Fig. 1: gate families picked out
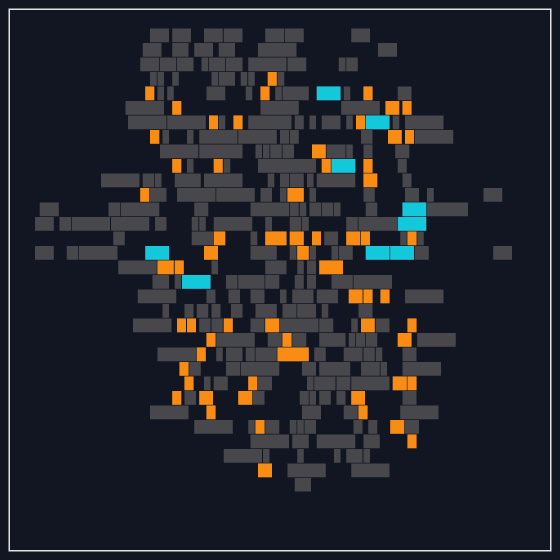
Fig. 2: clock distribution
Bar = 20 um.
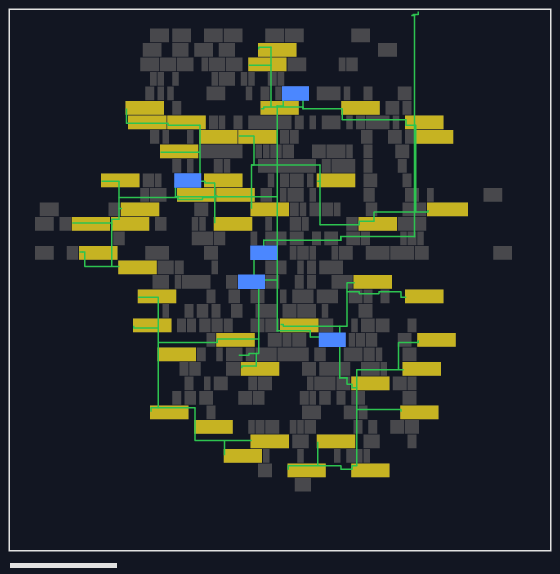
Fig. 3: clock routing
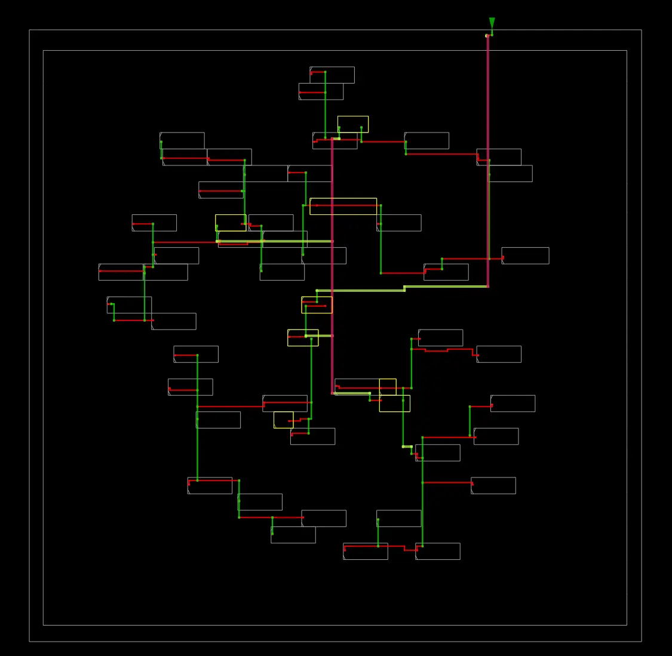
--- src/rtl/ps2_host_tx_pkg.sv ---
`default_nettype none
// ============================================================================
// Module   : ps2_pkg
// Brief    : Shared types and constants for the PS/2 host transmitter.
// Revision : 1.0 - initial release
// ============================================================================
package ps2_pkg;

  typedef enum logic [1:0] {
    IDLE    = 2'd0,
    INHIBIT = 2'd1,
    SEND    = 2'd2
  } ps2_tx_state_t;

  localparam int PS2_FRAME_EDGES = 11;
  localparam int PS2_TX_RETRIES  = 2;

  localparam logic [7:0] CMD_SET_LEDS = 8'hED;
  localparam logic [7:0] CMD_RESET    = 8'hFF;
  localparam logic [7:0] CMD_ECHO     = 8'hEE;

  function automatic logic odd_parity(input logic [7:0] b);
    return ~^b;
  endfunction

endpackage
`default_nettype wire

--- src/rtl/ps2_host_tx_if.sv ---
`default_nettype none
// ============================================================================
// Module   : ps2_host_tx_if
// Brief    : Command handshake between a client and the PS/2 host transmitter.
// Revision : 1.0 - initial release
// ============================================================================
interface ps2_host_tx_if;

  logic       start;
  logic [7:0] data_in;
  logic       ready;
  logic       busy;
  logic       done;
  logic       ack_ok;

  modport master (
    output start,
    output data_in,
    input  ready,
    input  busy,
    input  done,
    input  ack_ok
  );

  modport slave (
    input  start,
    input  data_in,
    output ready,
    output busy,
    output done,
    output ack_ok
  );

endinterface
`default_nettype wire

--- src/rtl/ps2_host_tx_line_sync.sv ---
`default_nettype none
// ============================================================================
// Module   : ps2_line_sync
// Brief    : Two-flop synchronizer for one PS/2 line plus a falling-edge pulse.
// Revision : 1.0 - initial release
// ============================================================================
module ps2_line_sync (
  input  wire  clk,
  input  wire  reset,
  input  wire  line_in,
  output logic line_sync,
  output logic line_fall
);

  logic r_meta;
  logic r_sync;
  logic r_prev;
  logic r_fall;

  // Idle PS/2 lines float high, so reset to 1 to avoid a phantom edge.
  always_ff @(posedge clk) begin
    if (reset) begin
      r_meta <= 1'b1;
      r_sync <= 1'b1;
      r_prev <= 1'b1;
      r_fall <= 1'b0;
    end else begin
      r_meta <= line_in;
      r_sync <= r_meta;
      r_prev <= r_sync;
      r_fall <= r_prev & ~r_sync;
    end
  end

  assign line_sync = r_sync;
  assign line_fall = r_fall;

endmodule
`default_nettype wire

--- src/rtl/ps2_host_tx.sv ---
`default_nettype none
// ============================================================================
// Module   : ps2_host_tx
// Brief    : PS/2 host-to-device byte transmitter with request-to-send and ACK
//            check. Define PS2_HOST_TX_RETRY_EN to retry NACK/timeout frames.
// Revision : 1.0 - initial release
// ============================================================================
module ps2_host_tx #(
  parameter int INHIBIT_CYCLES = 12000,
  parameter int TIMEOUT_CYCLES = 1500000
) (
  input  wire          clk,
  input  wire          reset,
  ps2_host_tx_if.slave cmd,
  input  wire          PS2_clk,
  input  wire          PS2_dat,
  output logic         ps2_clk_oe,
  output logic         ps2_dat_oe
);

  import ps2_pkg::*;

  localparam int c_cnt_max = (INHIBIT_CYCLES > TIMEOUT_CYCLES) ? INHIBIT_CYCLES : TIMEOUT_CYCLES;
  localparam int c_cnt_w   = $clog2(c_cnt_max + 1);

  localparam logic [c_cnt_w-1:0] c_one       = c_cnt_w'(1);
  localparam logic [c_cnt_w-1:0] c_inh_start = c_cnt_w'(INHIBIT_CYCLES - 2);
  localparam logic [c_cnt_w-1:0] c_inh_last  = c_cnt_w'(INHIBIT_CYCLES - 1);
  localparam logic [c_cnt_w-1:0] c_tmo_last  = c_cnt_w'(TIMEOUT_CYCLES - 1);
  localparam logic [3:0]         c_ack_edge  = 4'(PS2_FRAME_EDGES - 1);

  ps2_tx_state_t      r_state, w_state_nxt;
  logic [c_cnt_w-1:0] r_cnt, w_cnt_nxt;
  logic [3:0]         r_bit, w_bit_nxt;
  logic [7:0]         r_data, w_data_nxt;
  logic               r_par, w_par_nxt;
  logic               r_clk_oe, w_clk_oe_nxt;
  logic               r_dat_oe, w_dat_oe_nxt;
  logic               r_done, w_done_nxt;
  logic               r_ack, w_ack_nxt;
  logic               w_end;
  logic               w_end_ack;
  logic               w_can_retry;

  logic w_clk_sync_unused;
  logic w_clk_fall;
  logic w_dat_sync;
  logic w_dat_fall_unused;

  ps2_line_sync u_clk_sync (
    .clk       (clk),
    .reset     (reset),
    .line_in   (PS2_clk),
    .line_sync (w_clk_sync_unused),
    .line_fall (w_clk_fall)
  );

  ps2_line_sync u_dat_sync (
    .clk       (clk),
    .reset     (reset),
    .line_in   (PS2_dat),
    .line_sync (w_dat_sync),
    .line_fall (w_dat_fall_unused)
  );

`ifdef PS2_HOST_TX_RETRY_EN
  localparam logic [1:0] c_retries = 2'(PS2_TX_RETRIES);
  logic [1:0] r_tries, w_tries_nxt;

  always_ff @(posedge clk) begin
    if (reset) r_tries <= 2'd0;
    else       r_tries <= w_tries_nxt;
  end

  assign w_can_retry = (r_tries != c_retries);
`else
  assign w_can_retry = 1'b0;
`endif

  always_ff @(posedge clk) begin
    if (reset) begin
      r_state  <= IDLE;
      r_cnt    <= '0;
      r_bit    <= 4'd0;
      r_data   <= 8'h00;
      r_par    <= 1'b0;
      r_clk_oe <= 1'b0;
      r_dat_oe <= 1'b0;
      r_done   <= 1'b0;
      r_ack    <= 1'b0;
    end else begin
      r_state  <= w_state_nxt;
      r_cnt    <= w_cnt_nxt;
      r_bit    <= w_bit_nxt;
      r_data   <= w_data_nxt;
      r_par    <= w_par_nxt;
      r_clk_oe <= w_clk_oe_nxt;
      r_dat_oe <= w_dat_oe_nxt;
      r_done   <= w_done_nxt;
      r_ack    <= w_ack_nxt;
    end
  end

  always_comb begin
    w_state_nxt  = r_state;
    w_cnt_nxt    = r_cnt;
    w_bit_nxt    = r_bit;
    w_data_nxt   = r_data;
    w_par_nxt    = r_par;
    w_clk_oe_nxt = r_clk_oe;
    w_dat_oe_nxt = r_dat_oe;
    w_done_nxt   = 1'b0;
    w_ack_nxt    = r_ack;
    w_end        = 1'b0;
    w_end_ack    = 1'b0;
`ifdef PS2_HOST_TX_RETRY_EN
    w_tries_nxt  = r_tries;
`endif

    unique case (r_state)
      IDLE: begin
        if (cmd.start) begin
          w_state_nxt  = INHIBIT;
          w_data_nxt   = cmd.data_in;
          w_par_nxt    = odd_parity(cmd.data_in);
          w_cnt_nxt    = '0;
          w_clk_oe_nxt = 1'b1;
          w_dat_oe_nxt = 1'b0;
          w_ack_nxt    = 1'b0;
`ifdef PS2_HOST_TX_RETRY_EN
          w_tries_nxt  = 2'd0;
`endif
        end
      end

      // Data goes low one cycle before the clock is released: that is the start bit.
      INHIBIT: begin
        w_cnt_nxt = r_cnt + c_one;
        if (r_cnt == c_inh_start) w_dat_oe_nxt = 1'b1;
        if (r_cnt == c_inh_last) begin
          w_state_nxt  = SEND;
          w_clk_oe_nxt = 1'b0;
          w_dat_oe_nxt = 1'b1;
          w_cnt_nxt    = '0;
          w_bit_nxt    = 4'd0;
        end
      end

      SEND: begin
        if (w_clk_fall) begin
          w_cnt_nxt = '0;
          w_bit_nxt = r_bit + 4'd1;
          if (r_bit < 4'd8)            w_dat_oe_nxt = ~r_data[r_bit[2:0]];
          else if (r_bit == 4'd8)      w_dat_oe_nxt = ~r_par;
          else if (r_bit == 4'd9)      w_dat_oe_nxt = 1'b0;
          else if (r_bit == c_ack_edge) begin
            w_end     = 1'b1;
            w_end_ack = ~w_dat_sync;
          end
        end else if (r_cnt == c_tmo_last) begin
          w_end     = 1'b1;
          w_end_ack = 1'b0;
        end else begin
          w_cnt_nxt = r_cnt + c_one;
        end
      end

      default: begin
        w_state_nxt  = IDLE;
        w_clk_oe_nxt = 1'b0;
        w_dat_oe_nxt = 1'b0;
      end
    endcase

    if (w_end) begin
      if (w_end_ack || !w_can_retry) begin
        w_state_nxt  = IDLE;
        w_done_nxt   = 1'b1;
        w_ack_nxt    = w_end_ack;
        w_clk_oe_nxt = 1'b0;
        w_dat_oe_nxt = 1'b0;
      end else begin
        w_state_nxt  = INHIBIT;
        w_cnt_nxt    = '0;
        w_clk_oe_nxt = 1'b1;
        w_dat_oe_nxt = 1'b0;
`ifdef PS2_HOST_TX_RETRY_EN
        w_tries_nxt  = r_tries + 2'd1;
`endif
      end
    end
  end

  assign cmd.ready  = (r_state == IDLE);
  assign cmd.busy   = (r_state != IDLE);
  assign cmd.done   = r_done;
  assign cmd.ack_ok = r_ack;
  assign ps2_clk_oe = r_clk_oe;
  assign ps2_dat_oe = r_dat_oe;

endmodule
`default_nettype wire
--- src/flat_wrapper.sv ---
// flat-port wrapper written by rule: the top's interface ports become plain ports
module ps2_host_tx_flat import ps2_pkg::*;
#(
  parameter int INHIBIT_CYCLES = 12000,
  parameter int TIMEOUT_CYCLES = 1500000
)
  (clk, reset, PS2_clk, PS2_dat, ps2_clk_oe, ps2_dat_oe, cmd_start, cmd_data_in, cmd_ready, cmd_busy, cmd_done, cmd_ack_ok);
  ps2_host_tx_if cmd_i ();
  input  wire clk;
  input  wire reset;
  input  wire PS2_clk;
  input  wire PS2_dat;
  output logic ps2_clk_oe;
  output logic ps2_dat_oe;
  input wire logic [$bits(cmd_i.start)-1:0] cmd_start;
  input wire logic [$bits(cmd_i.data_in)-1:0] cmd_data_in;
  output wire logic [$bits(cmd_i.ready)-1:0] cmd_ready;
  output wire logic [$bits(cmd_i.busy)-1:0] cmd_busy;
  output wire logic [$bits(cmd_i.done)-1:0] cmd_done;
  output wire logic [$bits(cmd_i.ack_ok)-1:0] cmd_ack_ok;
  assign cmd_i.start = cmd_start;
  assign cmd_i.data_in = cmd_data_in;
  assign cmd_ready = cmd_i.ready;
  assign cmd_busy = cmd_i.busy;
  assign cmd_done = cmd_i.done;
  assign cmd_ack_ok = cmd_i.ack_ok;
  ps2_host_tx #(.INHIBIT_CYCLES(INHIBIT_CYCLES), .TIMEOUT_CYCLES(TIMEOUT_CYCLES)) u_core (.clk(clk), .reset(reset), .cmd(cmd_i), .PS2_clk(PS2_clk), .PS2_dat(PS2_dat), .ps2_clk_oe(ps2_clk_oe), .ps2_dat_oe(ps2_dat_oe));
endmodule
--- config.mk ---
export PLATFORM = sky130hd
export DESIGN_NAME = ps2_host_tx_flat
export DESIGN_NICKNAME = d
export VERILOG_FILES = /design/src/rtl/ps2_host_tx_pkg.sv /design/src/rtl/ps2_host_tx_if.sv /design/src/rtl/ps2_host_tx_line_sync.sv /design/src/rtl/ps2_host_tx.sv /design/src/flat_wrapper.sv
export SDC_FILE = /design/constraint.sdc
export NUM_CORES = 1
export LEC_CHECK = 0
export CORE_MARGIN = 2
export CORE_UTILIZATION = 25
export CTS_CLUSTER_DIAMETER = 30
export CTS_CLUSTER_SIZE = 12
export DETAILED_ROUTE_END_ITERATION = 6
export GPL_TIMING_DRIVEN = 0
export SETUP_SLACK_MARGIN = 0.2
export SYNTH_ARGS = -nofsm -noshare
export SYNTH_HDL_FRONTEND = slang
export SYNTH_SLANG_ARGS = --single-unit
--- constraint.sdc ---
create_clock -name clk -period 2.7 [get_ports clk]
set_input_delay 0.54 -clock clk [delete_from_list [all_inputs] [get_ports clk]]
set_output_delay 0.54 -clock clk [all_outputs]
set_load 0.05 [all_outputs]
==> notes.org <==
#+TITLE: Physical design notes

** Clock network
- TritonCTS built the clock tree.
- Hold-fix buffer count after cts :: 0
- Maximum buffer depth of the clock tree :: 2
- Per the post-CTS timing run, clock transition at the registers of the reported paths is 0.08 ns.
- H-tree level count :: 2
- The tree is rooted in a sky130_fd_sc_hd__clkbuf_8.

** Timing
- Highest clock rate :: 412 MHz
- From the final report, the count of setup violators was given as 0.
- Setup repair after global routing could not meet its margin everywhere.
- Hold violation total from the final report :: 0
- Counting pins that exceed their max-slew limit in the final report gives 0.
- Share of the clock period used by the worst path after layout :: 89.9%
- Sum of negative setup slack :: 0 ns
- Shortest clock period the worst path allows after layout :: 2.43 ns
- The max-slew check reports its worst relative slack as 65.1%.
- The transition time recorded at the tightest slew-check pin is 0.519 ns.

** Floorplanning
- Floorplan core density :: 25.8%
- Core region area :: 0.00920 mm2
- The chip occupies 0.0103 mm2.
- In this run the vertical extent of the chip is 101 um.
- Placement row count :: 35
- According to the floorplan report, the die width is 101 um.
- Boundary pin count :: 19

** Synthesis
- Post-Syn Instances :: 282
- Each instance of the synthesized netlist takes up on average 8.40 um2.
- Counting flops and latches in the post-synthesis netlist gives 45.
- Post-synthesis, Yosys gives the total cell area as 0.00237 mm2.
- The synthesized design contains 0 enable-type register cells.
- The synthesis report lists the most area-consuming cells as sky130_fd_sc_hd__dfxtp_1 38%, sky130_fd_sc_hd__a21oi_1 6.3%, sky130_fd_sc_hd__nand2_1 5.5%.
- Most used flip-flop cell after synthesis :: sky130_fd_sc_hd__dfxtp_1
- The cell area that synthesis handed to floorplanning was 0.00237 mm2.
- Async set or reset register ratio after synthesis :: 0%
- Counting every net in the synthesized netlist gives 304.
- For reference, the top logic cell family by area is simple AND/OR/NAND/NOR gates.
- Tally of yosys warning messages :: 0
- In this run, distinct cell masters in the synthesized netlist total 43.
- Yosys aoi share :: 16.2%
- The largest total area in the synthesized netlist belongs to sky130_fd_sc_hd__dfxtp_1.
- Part of the Yosys area used for sequential elements :: 38.0%
- For reference, simple AND, OR, NAND and NOR cells occupy 30.4% of the area reported after synthesis.
- Synth mux share :: 1.90%
- Top-area cell share :: 38.0%
- The synth_stat.txt file lists the number of cells as 282.
- Parity-gate share of the synthesized area counting xor and xnor cells :: 4.44%
- For reference, full adder, half adder and majority cells occupy 4.75% of the area reported after synthesis.

** Cells and area
- Proportion of layout cells with a drive suffix above 1 :: 13.1%
- Layout net count :: 334
- Design area :: 0.00290 mm2
- By instance count after routing, the leading logic cell type is sky130_fd_sc_hd__dfxtp_1.
- The largest registers in the layout are u_core.r_cnt (21), u_core.r_data (8), u_core.r_bit (4).
- Most common logic cells in the final layout :: 44 x sky130_fd_sc_hd__dfxtp_1, 35 x sky130_fd_sc_hd__nand2_1, 30 x sky130_fd_sc_hd__a21oi_1
- Per the run report, area growth between synthesis and finish was 22.3%.
- Register ranked first by flip-flop count :: u_core.r_cnt
- The register with the most flip-flops in the layout has 21 of them.
- The repair_antennas step left the layout with diodes totalling 0.

** Setup path
- The worst setup path is captured at a flip-flop.
- Worst Path Arrival :: 2.64 ns
- The timing report notes that buffer and inverter cells on the critical path total 2.
- Timing startpoint of the critical path :: u_core.r_cnt[7]
- Kind of launch point of the worst setup path :: flip-flop
- Critical path fanouts, max :: 10
- At the worst endpoint, the required time is 2.91 ns.
- Launch instance of the worst register-to-register path :: u_core.r_cnt[7]
- Grouping stages by cell kind, the critical path spends the most delay in simple AND/OR/NAND/NOR gates.
- The capture point of the worst register-to-register path is recorded as u_core.r_cnt[1].
- The slowest stage of the critical path is the sky130_fd_sc_hd__or4b_1 cell.
- On the worst path, the slowest cell contributes a delay of 0.60 ns.
- Capturing instance or port of the critical path :: u_core.r_cnt[1]
- The critical path goes through or4b_1 > or4_4 > o21ai_4 > buf_6 > o21bai_2 > buf_6 > a311oi_1.
- Critical path type :: reg2reg
- Depth of the worst register-to-register path :: 7
- CP most frequent cell :: sky130_fd_sc_hd__buf_6
- The worst register-to-register path has a setup slack of 0.27 ns.
- The critical path runs through a total of 7 cells.

** Detailed routing
- Post-detailed-route via-to-cell ratio :: 5.01
- Initial drt markers :: 88
- Wire per inst :: 13.0 um
- In this run the remaining antenna-violating nets after routing total 0.
- Summed over all layers, the routed wires come to 5.53 mm.
- In the log, the iteration count for the first detailed-route pass is 4.
- Per the detail_route report, the via count comes to 2125.
- Residual DRC :: 0

** Power and ir drop
- Power spread over the standard cell area amounts to 582 mW/mm2.
- Cell leakage power :: 0.922 nW
- Worst vdd ir :: 0.210 mV

** Hold path
- STA shows the worst min-delay path finishing at u_core.u_clk_sync.line_sync.
- In this run the most critical hold path is launched from u_core.u_clk_sync.r_meta.
- Cells on Worst Hold Path :: 1
- The path class of the tightest hold or removal check is reg2reg.

** Flow run
- The logs give a warning total of 33.
- Across the run, the number of max-cap violations was 0.

** Global route
- Global-route wire length before repair :: 9.34 mm
- Maximum number of pins on one net before global-route repair :: 16
- The initial antenna violation count is 0.
- The via count of the first global-routing pass came to 1955.
- Total overflow reported by the global router :: 0
- Global routing used 11.3% of the available tracks.

** Placed design
- RePlAce ended its routability-driven mode at a weighted congestion of 0.853.
- Dpl hpwl :: 4.10 mm
- IO Port Bufs :: 18
- Placed inst area :: 0.00269 mm2

** Run status
- Result of the run :: finished, final reports clean
Notes on Fig. 1 above:
aoi and oai cells -> orange  # cells 62, most used a21oi_1
fa/ha/maj cells -> cyan  # cells 9, most used ha_1

Notes on Fig. 2 above:
flip-flops -> yellow  # count 45
clock wires -> green  # length 620 um
clock-net drivers -> blue  # count 5
routed clock nets = 6
power of the clock network: 0.526 mW
Setup Skew: 0.00991 ns

Notes on Fig. 3 above:
flip-flops: 45
clock buffer count in the final layout: 5
total number of clock tree sinks: 45
number of buffers created by CTS: 5
insertion delay of the later-clocked pin in the worst-skew pair: 0.31 ns

what timing repair did:
action	CTS	global route
cloned	0	0
setup buffers	0	5
setup endpoints to repair	21	23
pin swaps	0	2
gates resized	3	17
routing by layer:
layer	GRT usage (%)	share of wire, %	vias up
li1	-	-	1091
met1	15.6	50	991
met2	17.8	45	37
met3	2.14	3.2	6
met4	3.95	1.5	0
met5	0	0	-
cell type report:
class | count | area [um2]
plain buffers | 13 | 83.8
clock buffers | 5 | 68.8
clock inverters | 3 | 46.3
fillers | 988 | 6300
inverters | 10 | 37.5
multi-input cells | 214 | 1400
flip-flops and latches | 45 | 902
well taps | 111 | 139
repair buffers | 23 | 218
power breakdown:
| group | switching, mW | leakage, nW | internal [mW] | total, mW |
|---|---|---|---|---|
| logic | 0.260 | 0.501 | 0.180 | 0.439 |
| clock network | 0.248 | 0.0543 | 0.277 | 0.526 |
| registers | 0.0232 | 0.366 | 0.697 | 0.720 |
| total | 0.531 | 0.922 | 1.15 | 1.69 |
through the flow:
step	worst slack, ns	hold slack, ns	util, %	total power [mW]	instances
2_1_floorplan	0.316	0.389	-	1.02	282
3_3_place_gp	0.0167	0.392	29.3	1.13	411
3_5_place_dp	0.0351	0.397	29.3	1.14	411
4_1_cts	0.222	0.419	30.6	1.67	419
5_1_grt	0.176	0.445	31.5	1.78	424
6_report	0.272	0.415	31.5	1.69	424
Yosys cell counts (all sizes together) (2+ instances only):
master  count
xor2        4
mux4        2
a21oi      30
and2        2
or3         9
nand3      11
clkbuf      9
nor3       10
buf         4
inv        10
and3        2
nor2       13
o31ai      13
or2         5
or4bb       3
o211ai      2
ha          9
nand3b      2
or4b        4
nor2b       2
a31oi       3
nand4       5
o21ai       9
or4        17
o21bai      2
nand2      35
xnor2       8
nand2b      5
dfxtp      45
Power figures rest on the tool's default switching activity, not on a simulated workload.
